**src/rtl/ak16_pipe_pkg.sv**
```systemverilog
// Shared types and constants for the Ak-16b pipeline control blocks.
package ak16_pipe_pkg;

   localparam int unsigned REG_ADDR_W = 4;
   localparam int unsigned DATA_W     = 16;

   localparam logic [REG_ADDR_W-1:0] REG_ZERO = '0;

   typedef enum logic [1:0] {
      StRun,
      StMemWait,
      StDrain,
      StHalted
   } hz_state_e;

endpackage

```
**src/rtl/pipe_hazard_ctrl_if.sv**
```systemverilog
// Signal bundle between the pipeline datapath and the hazard controller.
// master = controller side, slave = datapath side.
interface pipe_hazard_ctrl_if;
   import ak16_pipe_pkg::*;

   logic [REG_ADDR_W-1:0] id_rs1;
   logic [REG_ADDR_W-1:0] id_rs2;
   logic                  id_use_rs1;
   logic                  id_use_rs2;
   logic [REG_ADDR_W-1:0] ex_rd;
   logic                  ex_mem_read;
   logic                  ex_branch_taken;
   logic                  mem_req;
   logic                  mem_ready;
   logic                  halt_req;

   logic                  stall_if;
   logic                  stall_id;
   logic                  stall_ex;
   logic                  flush_id;
   logic                  flush_ex;
   logic                  flush_wb;
   logic                  halted;
   logic                  mem_err;
   logic [15:0]           stall_cycles;

   modport master (
      input  id_rs1, id_rs2, id_use_rs1, id_use_rs2, ex_rd, ex_mem_read,
      input  ex_branch_taken, mem_req, mem_ready, halt_req,
      output stall_if, stall_id, stall_ex, flush_id, flush_ex, flush_wb,
      output halted, mem_err, stall_cycles
   );

   modport slave (
      output id_rs1, id_rs2, id_use_rs1, id_use_rs2, ex_rd, ex_mem_read,
      output ex_branch_taken, mem_req, mem_ready, halt_req,
      input  stall_if, stall_id, stall_ex, flush_id, flush_ex, flush_wb,
      input  halted, mem_err, stall_cycles
   );

endinterface

```
**src/rtl/pipe_hazard_ctrl_load_use_detect.sv**
```systemverilog
// Flags a load in EX whose destination is read by the instruction in ID.
module load_use_detect
   import ak16_pipe_pkg::*;
(
   input  logic [REG_ADDR_W-1:0] id_rs1,
   input  logic [REG_ADDR_W-1:0] id_rs2,
   input  logic                  id_use_rs1,
   input  logic                  id_use_rs2,
   input  logic [REG_ADDR_W-1:0] ex_rd,
   input  logic                  ex_mem_read,
   output logic                  load_use
);

   logic hit_rs1;
   logic hit_rs2;

   assign hit_rs1  = id_use_rs1 && (id_rs1 == ex_rd);
   assign hit_rs2  = id_use_rs2 && (id_rs2 == ex_rd);
   // r0 is hard-wired zero, so a load targeting it never creates a dependency
   assign load_use = ex_mem_read && (ex_rd != REG_ZERO) && (hit_rs1 || hit_rs2);

endmodule

```
**src/rtl/pipe_hazard_ctrl.sv**
```systemverilog
// Stall/flush sequencer for the Ak-16b pipeline: load-use, branch, memory wait, halt drain.
// Define STALL_STATS_EN to build the saturating stall_cycles counter.
module pipe_hazard_ctrl
   import ak16_pipe_pkg::*;
#(
   parameter int unsigned DRAIN_CYCLES = 3,
   parameter int unsigned MEM_TIMEOUT  = 15
) (
   input logic                clk,
   input logic                rst_n,
   pipe_hazard_ctrl_if.master hz
);

   localparam int unsigned WaitW  = $clog2(MEM_TIMEOUT + 1);
   localparam int unsigned DrainW = (DRAIN_CYCLES > 1) ? $clog2(DRAIN_CYCLES) : 1;
   localparam logic [WaitW-1:0]  WaitMax   = WaitW'(MEM_TIMEOUT);
   localparam logic [DrainW-1:0] DrainLast = DrainW'(DRAIN_CYCLES - 1);

   hz_state_e         state_q, state_d;
   logic [WaitW-1:0]  wait_cnt_q, wait_cnt_d;
   logic [DrainW-1:0] drain_cnt_q, drain_cnt_d;
   logic              ret_drain_q, ret_drain_d;
   logic              mem_err_q, mem_err_d;

   logic load_use;
   logic mem_stall;
   logic s_if, s_id, s_ex, f_id, f_ex, f_wb;

   load_use_detect u_load_use_detect (
      .id_rs1      (hz.id_rs1),
      .id_rs2      (hz.id_rs2),
      .id_use_rs1  (hz.id_use_rs1),
      .id_use_rs2  (hz.id_use_rs2),
      .ex_rd       (hz.ex_rd),
      .ex_mem_read (hz.ex_mem_read),
      .load_use    (load_use)
   );

   assign mem_stall = hz.mem_req && !hz.mem_ready;

   always_comb begin
      state_d     = state_q;
      wait_cnt_d  = wait_cnt_q;
      drain_cnt_d = drain_cnt_q;
      ret_drain_d = ret_drain_q;
      mem_err_d   = mem_err_q;
      s_if = 1'b0;
      s_id = 1'b0;
      s_ex = 1'b0;
      f_id = 1'b0;
      f_ex = 1'b0;
      f_wb = 1'b0;

      unique case (state_q)
         StRun: begin
            if (mem_stall) begin
               {s_if, s_id, s_ex, f_wb} = 4'b1111;
               state_d     = StMemWait;
               wait_cnt_d  = '0;
               ret_drain_d = 1'b0;
            end else if (hz.ex_branch_taken) begin
               {f_id, f_ex} = 2'b11;
            end else if (load_use) begin
               {s_if, s_id, f_ex} = 3'b111;
            end else if (hz.halt_req) begin
               {s_if, f_id} = 2'b11;
               state_d      = StDrain;
               drain_cnt_d  = '0;
            end
         end

         StMemWait: begin
            if (hz.mem_ready) begin
               wait_cnt_d = '0;
               if (ret_drain_q) begin
                  state_d      = StDrain;
                  {s_if, f_id} = 2'b11;
                  f_ex         = hz.ex_branch_taken;
               end else begin
                  state_d = StRun;
                  // EX was frozen through the wait, so its branch/load-use acts now
                  if (hz.ex_branch_taken) begin
                     {f_id, f_ex} = 2'b11;
                  end else if (load_use) begin
                     {s_if, s_id, f_ex} = 3'b111;
                  end
               end
            end else if (wait_cnt_q == WaitMax) begin
               mem_err_d          = 1'b1;
               {f_id, f_ex, f_wb} = 3'b111;
               wait_cnt_d         = '0;
               state_d            = ret_drain_q ? StDrain : StRun;
            end else begin
               {s_if, s_id, s_ex, f_wb} = 4'b1111;
               wait_cnt_d               = wait_cnt_q + WaitW'(1);
            end
         end

         StDrain: begin
            if (mem_stall) begin
               // Pure memory stall: the ID instruction must survive to drain later
               {s_if, s_id, s_ex, f_wb} = 4'b1111;
               state_d     = StMemWait;
               wait_cnt_d  = '0;
               ret_drain_d = 1'b1;
            end else begin
               {s_if, f_id} = 2'b11;
               f_ex         = hz.ex_branch_taken;
               if (drain_cnt_q == DrainLast) begin
                  state_d = StHalted;
               end else begin
                  drain_cnt_d = drain_cnt_q + DrainW'(1);
               end
            end
         end

         StHalted: begin
            {s_if, f_id} = 2'b11;
            if (!hz.halt_req) begin
               state_d = StRun;
            end
         end
      endcase

      // Controls are combinational from inputs, so hold them quiet while in reset
      if (!rst_n) begin
         {s_if, s_id, s_ex, f_id, f_ex, f_wb} = 6'b0;
      end
   end

   always_ff @(posedge clk or negedge rst_n) begin
      if (!rst_n) begin
         state_q     <= StRun;
         wait_cnt_q  <= '0;
         drain_cnt_q <= '0;
         ret_drain_q <= 1'b0;
         mem_err_q   <= 1'b0;
      end else begin
         state_q     <= state_d;
         wait_cnt_q  <= wait_cnt_d;
         drain_cnt_q <= drain_cnt_d;
         ret_drain_q <= ret_drain_d;
         mem_err_q   <= mem_err_d;
      end
   end

   assign hz.stall_if = s_if;
   assign hz.stall_id = s_id;
   assign hz.stall_ex = s_ex;
   assign hz.flush_id = f_id;
   assign hz.flush_ex = f_ex;
   assign hz.flush_wb = f_wb;
   assign hz.halted   = (state_q == StHalted);
   assign hz.mem_err  = mem_err_q;

`ifdef STALL_STATS_EN
   logic [15:0] stall_cycles_q;

   always_ff @(posedge clk or negedge rst_n) begin
      if (!rst_n) begin
         stall_cycles_q <= '0;
      end else if (s_if && (state_q != StHalted) && (stall_cycles_q != 16'hFFFF)) begin
         stall_cycles_q <= stall_cycles_q + 16'd1;
      end
   end

   assign hz.stall_cycles = stall_cycles_q;
`else
   assign hz.stall_cycles = 16'd0;
`endif

endmodule

```
**src/flat_wrapper.sv**
```systemverilog
// flat-port wrapper written by rule: the top's interface ports become plain ports
module pipe_hazard_ctrl_flat import ak16_pipe_pkg::*;
#(
   parameter int unsigned DRAIN_CYCLES = 3,
   parameter int unsigned MEM_TIMEOUT  = 15
)
  (clk, rst_n, hz_id_rs1, hz_id_rs2, hz_id_use_rs1, hz_id_use_rs2, hz_ex_rd, hz_ex_mem_read, hz_ex_branch_taken, hz_mem_req, hz_mem_ready, hz_halt_req, hz_stall_if, hz_stall_id, hz_stall_ex, hz_flush_id, hz_flush_ex, hz_flush_wb, hz_halted, hz_mem_err, hz_stall_cycles);
  pipe_hazard_ctrl_if hz_i ();
  input logic clk;
  input logic rst_n;
  input wire logic [$bits(hz_i.id_rs1)-1:0] hz_id_rs1;
  input wire logic [$bits(hz_i.id_rs2)-1:0] hz_id_rs2;
  input wire logic [$bits(hz_i.id_use_rs1)-1:0] hz_id_use_rs1;
  input wire logic [$bits(hz_i.id_use_rs2)-1:0] hz_id_use_rs2;
  input wire logic [$bits(hz_i.ex_rd)-1:0] hz_ex_rd;
  input wire logic [$bits(hz_i.ex_mem_read)-1:0] hz_ex_mem_read;
  input wire logic [$bits(hz_i.ex_branch_taken)-1:0] hz_ex_branch_taken;
  input wire logic [$bits(hz_i.mem_req)-1:0] hz_mem_req;
  input wire logic [$bits(hz_i.mem_ready)-1:0] hz_mem_ready;
  input wire logic [$bits(hz_i.halt_req)-1:0] hz_halt_req;
  output wire logic [$bits(hz_i.stall_if)-1:0] hz_stall_if;
  output wire logic [$bits(hz_i.stall_id)-1:0] hz_stall_id;
  output wire logic [$bits(hz_i.stall_ex)-1:0] hz_stall_ex;
  output wire logic [$bits(hz_i.flush_id)-1:0] hz_flush_id;
  output wire logic [$bits(hz_i.flush_ex)-1:0] hz_flush_ex;
  output wire logic [$bits(hz_i.flush_wb)-1:0] hz_flush_wb;
  output wire logic [$bits(hz_i.halted)-1:0] hz_halted;
  output wire logic [$bits(hz_i.mem_err)-1:0] hz_mem_err;
  output wire logic [$bits(hz_i.stall_cycles)-1:0] hz_stall_cycles;
  assign hz_i.id_rs1 = hz_id_rs1;
  assign hz_i.id_rs2 = hz_id_rs2;
  assign hz_i.id_use_rs1 = hz_id_use_rs1;
  assign hz_i.id_use_rs2 = hz_id_use_rs2;
  assign hz_i.ex_rd = hz_ex_rd;
  assign hz_i.ex_mem_read = hz_ex_mem_read;
  assign hz_i.ex_branch_taken = hz_ex_branch_taken;
  assign hz_i.mem_req = hz_mem_req;
  assign hz_i.mem_ready = hz_mem_ready;
  assign hz_i.halt_req = hz_halt_req;
  assign hz_stall_if = hz_i.stall_if;
  assign hz_stall_id = hz_i.stall_id;
  assign hz_stall_ex = hz_i.stall_ex;
  assign hz_flush_id = hz_i.flush_id;
  assign hz_flush_ex = hz_i.flush_ex;
  assign hz_flush_wb = hz_i.flush_wb;
  assign hz_halted = hz_i.halted;
  assign hz_mem_err = hz_i.mem_err;
  assign hz_stall_cycles = hz_i.stall_cycles;
  pipe_hazard_ctrl #(.DRAIN_CYCLES(DRAIN_CYCLES), .MEM_TIMEOUT(MEM_TIMEOUT)) u_core (.clk(clk), .rst_n(rst_n), .hz(hz_i));
endmodule
```
**config.mk**
```make
export PLATFORM = sky130hd
export DESIGN_NAME = pipe_hazard_ctrl_flat
export DESIGN_NICKNAME = d
export VERILOG_FILES = /design/src/rtl/ak16_pipe_pkg.sv /design/src/rtl/pipe_hazard_ctrl_if.sv /design/src/rtl/pipe_hazard_ctrl_load_use_detect.sv /design/src/rtl/pipe_hazard_ctrl.sv /design/src/flat_wrapper.sv
export SDC_FILE = /design/constraint.sdc
export NUM_CORES = 1
export LEC_CHECK = 0
export CAP_MARGIN = 20
export CORE_ASPECT_RATIO = 1.1
export CORE_MARGIN = 3
export CORE_UTILIZATION = 55
export CTS_CLUSTER_SIZE = 16
export DETAILED_ROUTE_END_ITERATION = 16
export DONT_BUFFER_PORTS = 1
export PLACE_DENSITY = 0.7
export SYNTH_ARGS = -nofsm -noshare
export SYNTH_HDL_FRONTEND = slang
export SYNTH_SLANG_ARGS = --single-unit
```
**constraint.sdc**
```tcl
create_clock -name clk -period 4.23 [get_ports clk]
set_input_delay 0.423 -clock clk [delete_from_list [all_inputs] [get_ports clk]]
set_output_delay 0.423 -clock clk [all_outputs]
set_load 0.05 [all_outputs]
```
==> flow_summary_export.csv, run 1 <==
group,metric,value,unit
status,status,"finished, final reports clean",
yosys,top_area_share,24.2,%
worst_hold_path,worstHoldStart,"hz_mem_ready",
global_route,met2_usage,31.3,%
power_and_ir_drop,top_power_group,"combinational logic",
final_layout,lay_top_count,"nand2_1",
clock_network,clk_path_buf_depth,2,
final_layout,clkCellAreaFrac,2.23,%
worst_setup_path,arrival,2.35,ns
final_layout,final.fill_count,166,
final_layout,largest_class,"combinational gates",
worst_setup_path,r2r-end,"u_core.hz.mem_err",
die,die_area,2430,um2
final_layout,stdcell_count,148,
placed_design,dp_cells,144,
worst_setup_path,end_kind,"output pin",
sta,period_used_share,65.5,%
worst_setup_path,crit_required,3.81,ns
die,rows,15,
final_layout,flops,10,
yosys,yosysCellCount,134,
drt,wl_met3,203,um
final_layout,n_antenna_cell,0,
sta,tightestPinTransition,1.04,ns
sta,slew_headroom,29.9,%
[run 1: worst max-delay path: stages, from the launching register on]
cell,delay (ns)
dfrtp_1,0.71
nor2b_1,0.17
a21oi_1,0.37
o311a_1,0.27
o31a_1,0.14
a31o_1,0.41
[run 1: cell families after synthesis]
logic type | after synthesis | share of synthesized area, %
AND/OR/NAND/NOR | 47 | 22.9
flip-flops | 10 | 24.2
other | 1 | 0.363
AND-OR/OR-AND | 40 | 27.4
buffers and inverters | 26 | 15.9
XOR/XNOR | 8 | 6.79
adder cells (fa/ha/maj) | 2 | 2.42
[run 1: registers in the layout, summed over array words and instances, names as in the netlist]
signal,count
u_core.wait_cnt_q,4
u_core.drain_cnt_q,2
u_core.hz.mem_err,1
u_core.state_q,2
u_core.ret_drain_q,1
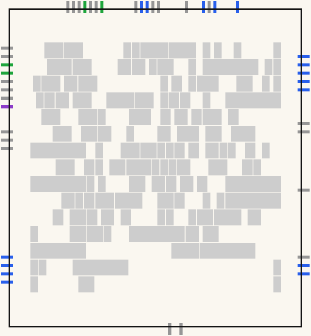
*Pin placement, run 1*
Pins as bars across the die edge, other pins in gray.
legend:
  hz_id_rs1:
    color: green
    pins: 4
    direction: input
    edge: 2 north, 2 west
  hz_stall_cycles:
    color: blue
    pins: 16
    direction: output
    edge: 7 east, 5 north, 4 west
  hz_ex_mem_read:
    color: purple
    pins: 1
    direction: input
    edge: west
all pins by edge: 17 north, 15 west, 11 east, 2 south
die width: 47.3 um
port bufs: 0
Die H: 51.4 um

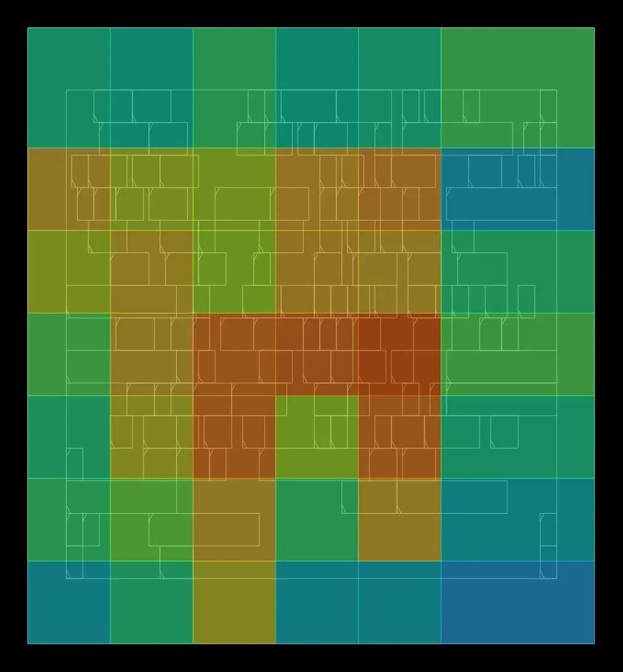
*Track usage over the die, run 1*
Routed wire per std cell: 15.0 um
final core occ: 60.4%
Most Crowded Layer GR: met2

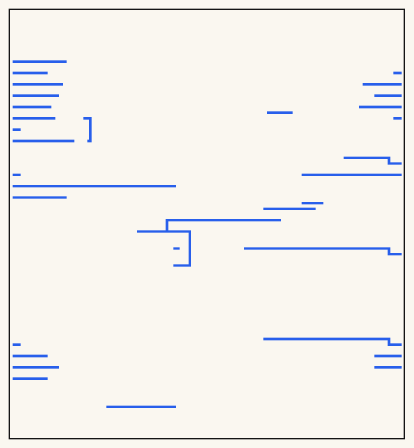
*Signal wires on met3, run 1*
longest straight run: 19.3 um
wire length on this layer: 203 um
nets with wire on the layer: 31
share of all routed wire: 9.2%
main direction: horizontal
M3 GR Usage: 6.34%
Routed WL: 2.22 mm
vias after detailed routing: 917

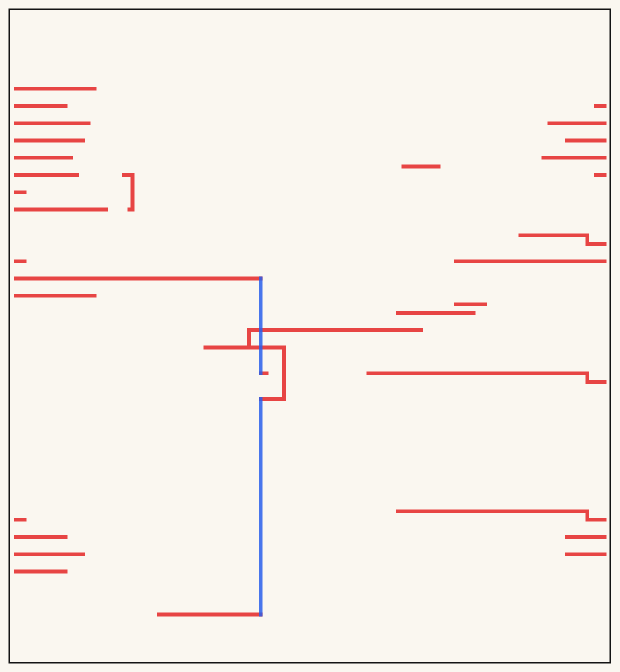
*Routed metal, one color a layer, run 1*
Only two layers are drawn.
legend:
  M4:
    color: blue
    wire_length: 24.5 um
  M3:
    color: red
    wire_length: 203 um
GRT Total Usage: 20.0%

==> inputs of run 2 (changes only) <==
--- a/config.mk
+++ b/config.mk
@@ -12,7 +12,7 @@
 export CTS_CLUSTER_SIZE = 16
 export DETAILED_ROUTE_END_ITERATION = 16
 export DONT_BUFFER_PORTS = 1
-export PLACE_DENSITY = 0.7
+export PLACE_DENSITY = 0.73
 export SYNTH_ARGS = -nofsm -noshare
 export SYNTH_HDL_FRONTEND = slang
 export SYNTH_SLANG_ARGS = --single-unit
==> constraint.sdc (replaced) <==
create_clock -name clk -period 2.54 [get_ports clk]
set_input_delay 0.254 -clock clk [delete_from_list [all_inputs] [get_ports clk]]
set_output_delay 0.254 -clock clk [all_outputs]
set_load 0.05 [all_outputs]
==> flow_summary_export.csv, run 2 <==
group,metric,value,unit
placed_design,dp_cells,152,
yosys,top_area_share,24.2,%
drt,wl_per_cell,14.6,um
final_layout,post-route-util,65.0,%
yosys,ys_sh_adder,2.42,%
worst_setup_path,r2r-end,"u_core.hz.mem_err",
global_route,grt_usage,20.0,%
status,status,"finished, final reports clean",
sta,tightestPinTransition,0.663,ns
die,rows,15,
clock_network,clk_path_buf_depth,2,
placed_design,io_buffers,0,
worst_hold_path,worstHoldStart,"hz_mem_ready",
worst_setup_path,end_kind,"output pin",
yosys,simple_gate_area_share,22.9,%
die,die_w,47.3,um
worst_setup_path,arrival,2.18,ns
drt,wirelength,2.29,mm
sta,slew_headroom,55.5,%
final_layout,n_antenna_cell,0,
-- run 2: cell counts after synthesis --
No cell type changed its count.
-- run 2: layer usage --
layer / global-route usage (%) / up-vias / wire length (um)
met1: 23.5 / 430 / 949
li1: - / 454 / -
met2: 33.9 / 35 / 1160
met3: 5.99 / 2 / 155
met4: 5.53 / 0 / 19
met5: 0 / - / 0
-- run 2: final cells by class --
cell class	instances	area, um2	share of cell area, %
Tap cell	17	21.3	1.96
Timing Repair Buffer	9	70.1	6.45
Multi-Input combinational cell	113	693	63.8
Clock buffer	4	36.3	3.34
Sequential cell	10	250	23.0
Inverter	4	15.0	1.38
-- run 2: worst max-delay path: stages (launching register included) --
cell and delay [ns]:
dfrtp_1 0.65, or3b_1 0.41, or3_4 0.34, o211a_1 0.13, o22ai_2 0.15, buf_4 0.22
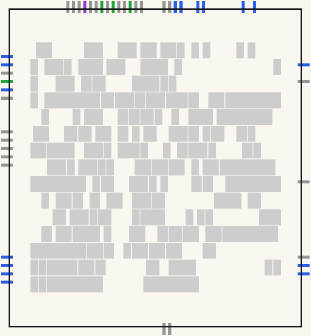
*Pin placement, run 2*
Pins as bars across the die edge, other pins in gray.
legend:
  hz_id_rs1:
    color: green
    pins: 4
    direction: input
    edge: 3 north, 1 west
  hz_ex_mem_read:
    color: purple
    pins: 1
    direction: input
    edge: north
  hz_stall_cycles:
    color: blue
    pins: 16
    direction: output
    edge: 7 west, 6 north, 3 east
all pins by edge: 22 north, 15 west, 6 east, 2 south

